### src/rtl/register_shift_unit.sv
// Purpose: WIDTH-bit shift/rotate/load register with single-step (en) and counted multi-step (start/amount) operation.
// Latency: single-step ops land on the next edge; an N-step run applies steps on N consecutive edges (first on the start edge), done follows one cycle after the final step's busy cycle.
// Backpressure: none; start/en/mode/amount are ignored while busy, and a new start is accepted in the cycle done is high.
// Ports: clk, rst_n (async active-low), en, mode[2:0], d[WIDTH-1:0], ser_in, start, amount[CNT_W-1:0]
//        -> q[WIDTH-1:0], ser_out, busy, done (all registered).
module register_shift_unit #(
  parameter int WIDTH = 20,
  parameter int CNT_W = 5
) (
  input  logic             clk,
  input  logic             rst_n,
  input  logic             en,
  input  logic [2:0]       mode,
  input  logic [WIDTH-1:0] d,
  input  logic             ser_in,
  input  logic             start,
  input  logic [CNT_W-1:0] amount,
  output logic [WIDTH-1:0] q,
  output logic             ser_out,
  output logic             busy,
  output logic             done
);

  typedef enum logic {IDLE = 1'b0, RUN = 1'b1} state_t;

  localparam logic [CNT_W-1:0] CNT_ZERO = '0;
  localparam logic [CNT_W-1:0] CNT_ONE  = CNT_W'(1);

  state_t           r_state, w_state_nxt;
  logic [WIDTH-1:0] r_q, w_q_nxt, w_step_q;
  logic             r_ser, w_ser_nxt, w_step_ser;
  logic             r_busy, w_busy_nxt;
  logic             r_done, w_done_nxt;
  logic [CNT_W-1:0] r_cnt, w_cnt_nxt;
  logic [2:0]       r_mode, w_mode_nxt;
  logic [2:0]       w_op;
  logic             w_multi;

  // During a run the latched mode drives the datapath; live mode is ignored.
  assign w_op    = (r_state == RUN) ? r_mode : mode;
  // Only the shift/rotate modes are repeatable; hold/load/clear run once.
  assign w_multi = (mode >= 3'b010) && (mode <= 3'b110);

  // One step of the selected operation applied to the current register.
  always_comb begin
    w_step_q   = r_q;
    w_step_ser = r_ser;
    case (w_op)
      3'b001: w_step_q = d;
      3'b010: begin
        w_step_q   = {r_q[WIDTH-2:0], ser_in};
        w_step_ser = r_q[WIDTH-1];
      end
      3'b011: begin
        w_step_q   = {ser_in, r_q[WIDTH-1:1]};
        w_step_ser = r_q[0];
      end
      3'b100: begin
        w_step_q   = {r_q[WIDTH-2:0], r_q[WIDTH-1]};
        w_step_ser = r_q[WIDTH-1];
      end
      3'b101: begin
        w_step_q   = {r_q[0], r_q[WIDTH-1:1]};
        w_step_ser = r_q[0];
      end
      3'b110: begin
        w_step_q   = {r_q[WIDTH-1], r_q[WIDTH-1:1]};
        w_step_ser = r_q[0];
      end
      3'b111: begin
        w_step_q   = '0;
        w_step_ser = 1'b0;
      end
      default: ;
    endcase
  end

  // Next-state and next-output logic.
  always_comb begin
    w_state_nxt = r_state;
    w_q_nxt     = r_q;
    w_ser_nxt   = r_ser;
    w_cnt_nxt   = r_cnt;
    w_mode_nxt  = r_mode;
    w_busy_nxt  = 1'b0;
    w_done_nxt  = 1'b0;
    case (r_state)
      IDLE: begin
        if (start) begin
          if (w_multi) begin
            if (amount == CNT_ZERO) begin
              w_done_nxt = 1'b1;
            end else begin
              // First step lands on the start edge; the rest are counted down in RUN.
              w_q_nxt     = w_step_q;
              w_ser_nxt   = w_step_ser;
              w_cnt_nxt   = amount - CNT_ONE;
              w_mode_nxt  = mode;
              w_busy_nxt  = 1'b1;
              w_state_nxt = RUN;
            end
          end else begin
            w_q_nxt    = w_step_q;
            w_ser_nxt  = w_step_ser;
            w_done_nxt = 1'b1;
          end
        end else if (en) begin
          w_q_nxt   = w_step_q;
          w_ser_nxt = w_step_ser;
        end
      end
      RUN: begin
        if (r_cnt != CNT_ZERO) begin
          w_q_nxt    = w_step_q;
          w_ser_nxt  = w_step_ser;
          w_cnt_nxt  = r_cnt - CNT_ONE;
          w_busy_nxt = 1'b1;
        end else begin
          w_done_nxt  = 1'b1;
          w_state_nxt = IDLE;
        end
      end
      default: w_state_nxt = IDLE;
    endcase
  end

  always_ff @(posedge clk or negedge rst_n) begin
    if (!rst_n) begin
      r_state <= IDLE;
    end else begin
      r_state <= w_state_nxt;
    end
  end

  always_ff @(posedge clk or negedge rst_n) begin
    if (!rst_n) begin
      r_q    <= '0;
      r_ser  <= 1'b0;
      r_cnt  <= '0;
      r_mode <= 3'b000;
      r_busy <= 1'b0;
      r_done <= 1'b0;
    end else begin
      r_q    <= w_q_nxt;
      r_ser  <= w_ser_nxt;
      r_cnt  <= w_cnt_nxt;
      r_mode <= w_mode_nxt;
      r_busy <= w_busy_nxt;
      r_done <= w_done_nxt;
    end
  end

  assign q       = r_q;
  assign ser_out = r_ser;
  assign busy    = r_busy;
  assign done    = r_done;

endmodule

### config.mk
export PLATFORM = sky130hd
export DESIGN_NAME = register_shift_unit
export DESIGN_NICKNAME = d
export VERILOG_FILES = /design/src/rtl/register_shift_unit.sv
export SDC_FILE = /design/constraint.sdc
export NUM_CORES = 1
export LEC_CHECK = 0
export CORE_MARGIN = 2
export CORE_UTILIZATION = 45
export CTS_BUF_LIST = sky130_fd_sc_hd__clkbuf_8
export DETAILED_ROUTE_END_ITERATION = 10
export PLACE_DENSITY_LB_ADDON = 0.05
export SLEW_MARGIN = 40
export SYNTH_ARGS = -nofsm -noshare
export SYNTH_HDL_FRONTEND = slang
export SYNTH_SLANG_ARGS = --single-unit
export TNS_END_PERCENT = 10
### constraint.sdc
create_clock -name clk -period 2 [get_ports clk]
set_input_delay 0.2 -clock clk [delete_from_list [all_inputs] [get_ports clk]]
set_output_delay 0.2 -clock clk [all_outputs]
set_load 0.05 [all_outputs]
==> Changelog: implementation <==
### Implementation results

* Leakage at 1.30 nW
* WL final at 5580 um
* FP Util at 0.473
* Chip Area, Yosys at 0.00209 mm^2
* Hold Path Class: in -> async
* Final setup vio count at 6
* Syn_area_per_cell at 9.27 um^2
* Routed vias/inst at 5.78
* CTS tree: done
* ANT nets after route at 0
* Post-DP HPWL at 3840 um
* Htree depth at 2
* Cells after Synth at 225
* Grt ovf at 0
* Cell count listed in synth_stat.txt at 225
* Synth-to-layout area growth at 45.4%
* Post-synthesis sequential area ratio at 0.372
* ANT cells at 0
* Met3 Wirelength at 355 um
* DRC at 0
* Number of global-route vias before repair at 1907
* Placed Cells incl. Taps at 342
* Die width at 72.1 um
* DIE AREA at 0.00520 mm^2
* Met2 wire length at 2630 um
* CP startpoint kind: flop
* CTS sink cnt at 31
* Status: finished, violations left
* M1 WL at 2540 um
* Clock Latency Late Sink at 270 ps
* R2R Setup Slk at -6 ps
* Synth flops at 31
* Die height at 72.1 um
* Slew Viols, Final at 0
* Fin nets at 333
* Max IR drop VDD at 1.59 mV
* IO Port Bufs at 55
* Met2 Use GR at 0.334
* I/O pin cnt at 56
* # Post-CTS Setup Buffers at 0
* Log Warnings at 29
* WL/cell at 15.8 um
* Clk root buf: clkbuf_8
* Distinct lib cells at 44
* Filler instances at 380
* CTS clk-pin slew, worst paths at 60 ps
* Grt peak-use layer: met2
* Final Cell Area at 0.00303 mm^2
* First-pass GRT wire length at 8930 um
* RSZ-0062 raised after global routing: true
* PnR Total Power at 6.68 mW
* Max Used Layer: met4
* Slew headroom at 0.668
* Worst Setup Slack, final at -5.77 ps
* GRT Overall Usage at 0.215
* Failing checks: negative setup slack
* Starting DRT DRC Count at 206
* Syn Nets at 259
* Layout cells sized above 1 at 0.250
* Critical Path Fanout Max at 5
* Num CTS Buffers at 5
* Setup Skew at 2.29 ps
==> Yosys cell counts (all sizes together) <==
library cell  number  area (um^2)
nor3b              1         12.5
o2bb2ai            1         8.76
nand2             26         97.6
ha                 1         12.5
nor3               2         10.0
a221oi             1         8.76
a21bo              2         20.0
or2                1         6.26
dfrtp             31          776
buf                6         43.8
inv                7         26.3
nor2              27          109
a31o               1         8.76
nand3b             3         22.5
a21oi              2         13.8
a2bb2oi            1         8.76
nand3             24          120
a31oi             18          113
mux2i              7         70.1
xor2               4         35.0
o221ai             1         8.76
clkbuf             9         33.8
o22ai              1         20.0
a211oi             1         7.51
o211ai             1         7.51
a222oi             2         20.0
a22o               1         8.76
or4                2         18.8
o21ai              9         45.0
xnor2              4         35.0
mux2              23          297
o211a              1         10.0
o32ai              1         8.76
nand4              1         6.26
a41oi              1         27.5
a32oi              1         8.76
==> worst max-delay path, stage by stage (launching register included) <==
cell	delay, ps
dfrtp_1	380
or4_4	560
nor2_4	140
nor2_4	50
o22ai_4	250
clkbuf_16	210
mux2_4	300
==> logic make-up after synthesis <==
group | count (synthesis) | share of synthesized area
AND-OR/OR-AND | 46 | 0.170
XOR/XNOR | 8 | 0.0336
adder cells (fa/ha/maj) | 1 | 0.00600
buffers and inverters | 22 | 0.0498
flip-flops | 31 | 0.372
multiplexers | 30 | 0.176
AND/OR/NAND/NOR | 87 | 0.193
==> timing repair <==
action | CTS | global route
pin swaps | 0 | 1
setup endpoints to repair | 18 | 22
gates resized | 4 | 4
cloned | 0 | 2
==> layout make-up <==
| cell class | count | area [um^2] | area share |
|---|---|---|---|
| Clock inverter | 1 | 3.75 | 0.00124 |
| Clock buffer | 7 | 96.3 | 0.0318 |
| Timing Repair Buffer | 82 | 818 | 0.270 |
| Multi-Input combinational cell | 172 | 1240 | 0.411 |
| Tap cell | 52 | 65.1 | 0.0215 |
| Sequential cell | 31 | 777 | 0.256 |
| Inverter | 7 | 26.3 | 0.00867 |
==> sequential cells by signal (all words and copies together) (netlist names) <==
name and count:
q 20, done 1, r_cnt 5, r_mode 3
ser_out 1, busy 1
==> path summary, 6_finish.rpt <==
kind,startpoint,end
setup / recovery,r_cnt[4]$_DFFE_PN0P_,q[3]$_DFFE_PN0P_
min in group clk,amount[2],r_cnt[2]$_DFFE_PN0P_
hold / removal,rst_n,r_cnt[4]$_DFFE_PN0P_
setup reg to reg,r_cnt[4]$_DFFE_PN0P_,q[3]$_DFFE_PN0P_
max in group asynchronous,rst_n,busy$_DFF_PN0_
hold reg to reg,ser_out$_DFFE_PN0P_,ser_out$_DFFE_PN0P_
==> stage by stage <==
stage          utilization  hold WS [ps]  TNS [ps]  setup WS (ps)
2_1_floorplan            -         -95.6     -8.28          -8.28
3_3_place_gp         0.652           505     -6450           -310
3_5_place_dp         0.652           506     -7530           -375
4_1_cts              0.675           341     -35.8          -8.20
5_1_grt              0.687           381      -988          -76.7
6_report             0.687           333     -15.4          -5.77
==> where the power goes <==
part	internal, mW	switching, mW	leakage, nW
sequential	0.986	0.401	0.365
combinational	2.31	2.45	0.878
clock	0.309	0.226	0.0557
total	3.60	3.08	1.30
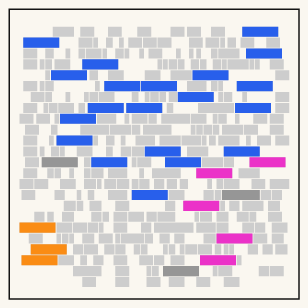
registers.png
Drawn at 4 px/um. Other sequential cells in the stronger gray, the rest of the logic in the fainter gray.
- orange: r_mode (flops 3)
- blue: q (flops 20)
- magenta: r_cnt (flops 5)
Seq. pwr: 1.39 mW
sequential cell area: 777 um^2
Finished Core Util: 0.687
sequential share of cell area: 0.256

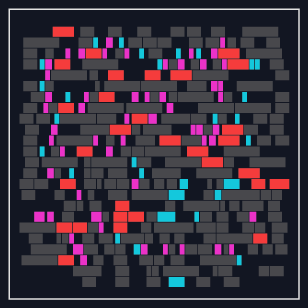
gate_families.png
Drawn at 4 px/um.
- red: multiplexers (cells 30)
- magenta: NAND gates (cells 54)
- cyan: NOR gates (cells 30; where widely spread)
combinational share of cell area: 0.411
fin cells: 352
most frequent logic cell in the layout: clkdlybuf4s50_1

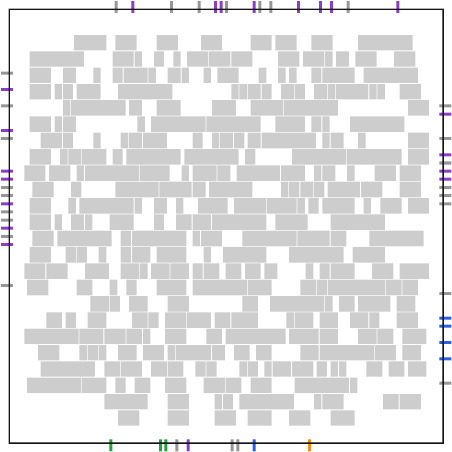
pins.png
Drawn at 6 px/um. Pins as bars across the die edge, other pins in gray.
- purple: q (pins 20; direction output; edge 8 top, 7 left, 4 right, 1 bottom)
- orange: done (pins 1; direction output; edge bottom)
- green: mode (pins 3; direction input; edge bottom)
- blue: amount (pins 5; direction input; edge 4 right, 1 bottom)
- all pins by edge: 16 right, 16 left, 15 top, 9 bottom

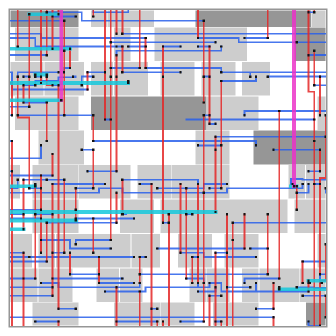
zoom.png
Region (24, 9) to (49, 34) um. Cells in gray, sequential cells in the stronger gray; small squares are vias.
- blue: met1
- magenta: met4
- red: met2
- cyan: met3
- netlist names of flops here include: q (1), r_cnt (1)
- cells with their middle in the window: 44
- sequential cells in the window: 2
- most frequent: buf_4 (10)

Power figures rest on the tool's default switching activity, not on a simulated workload.
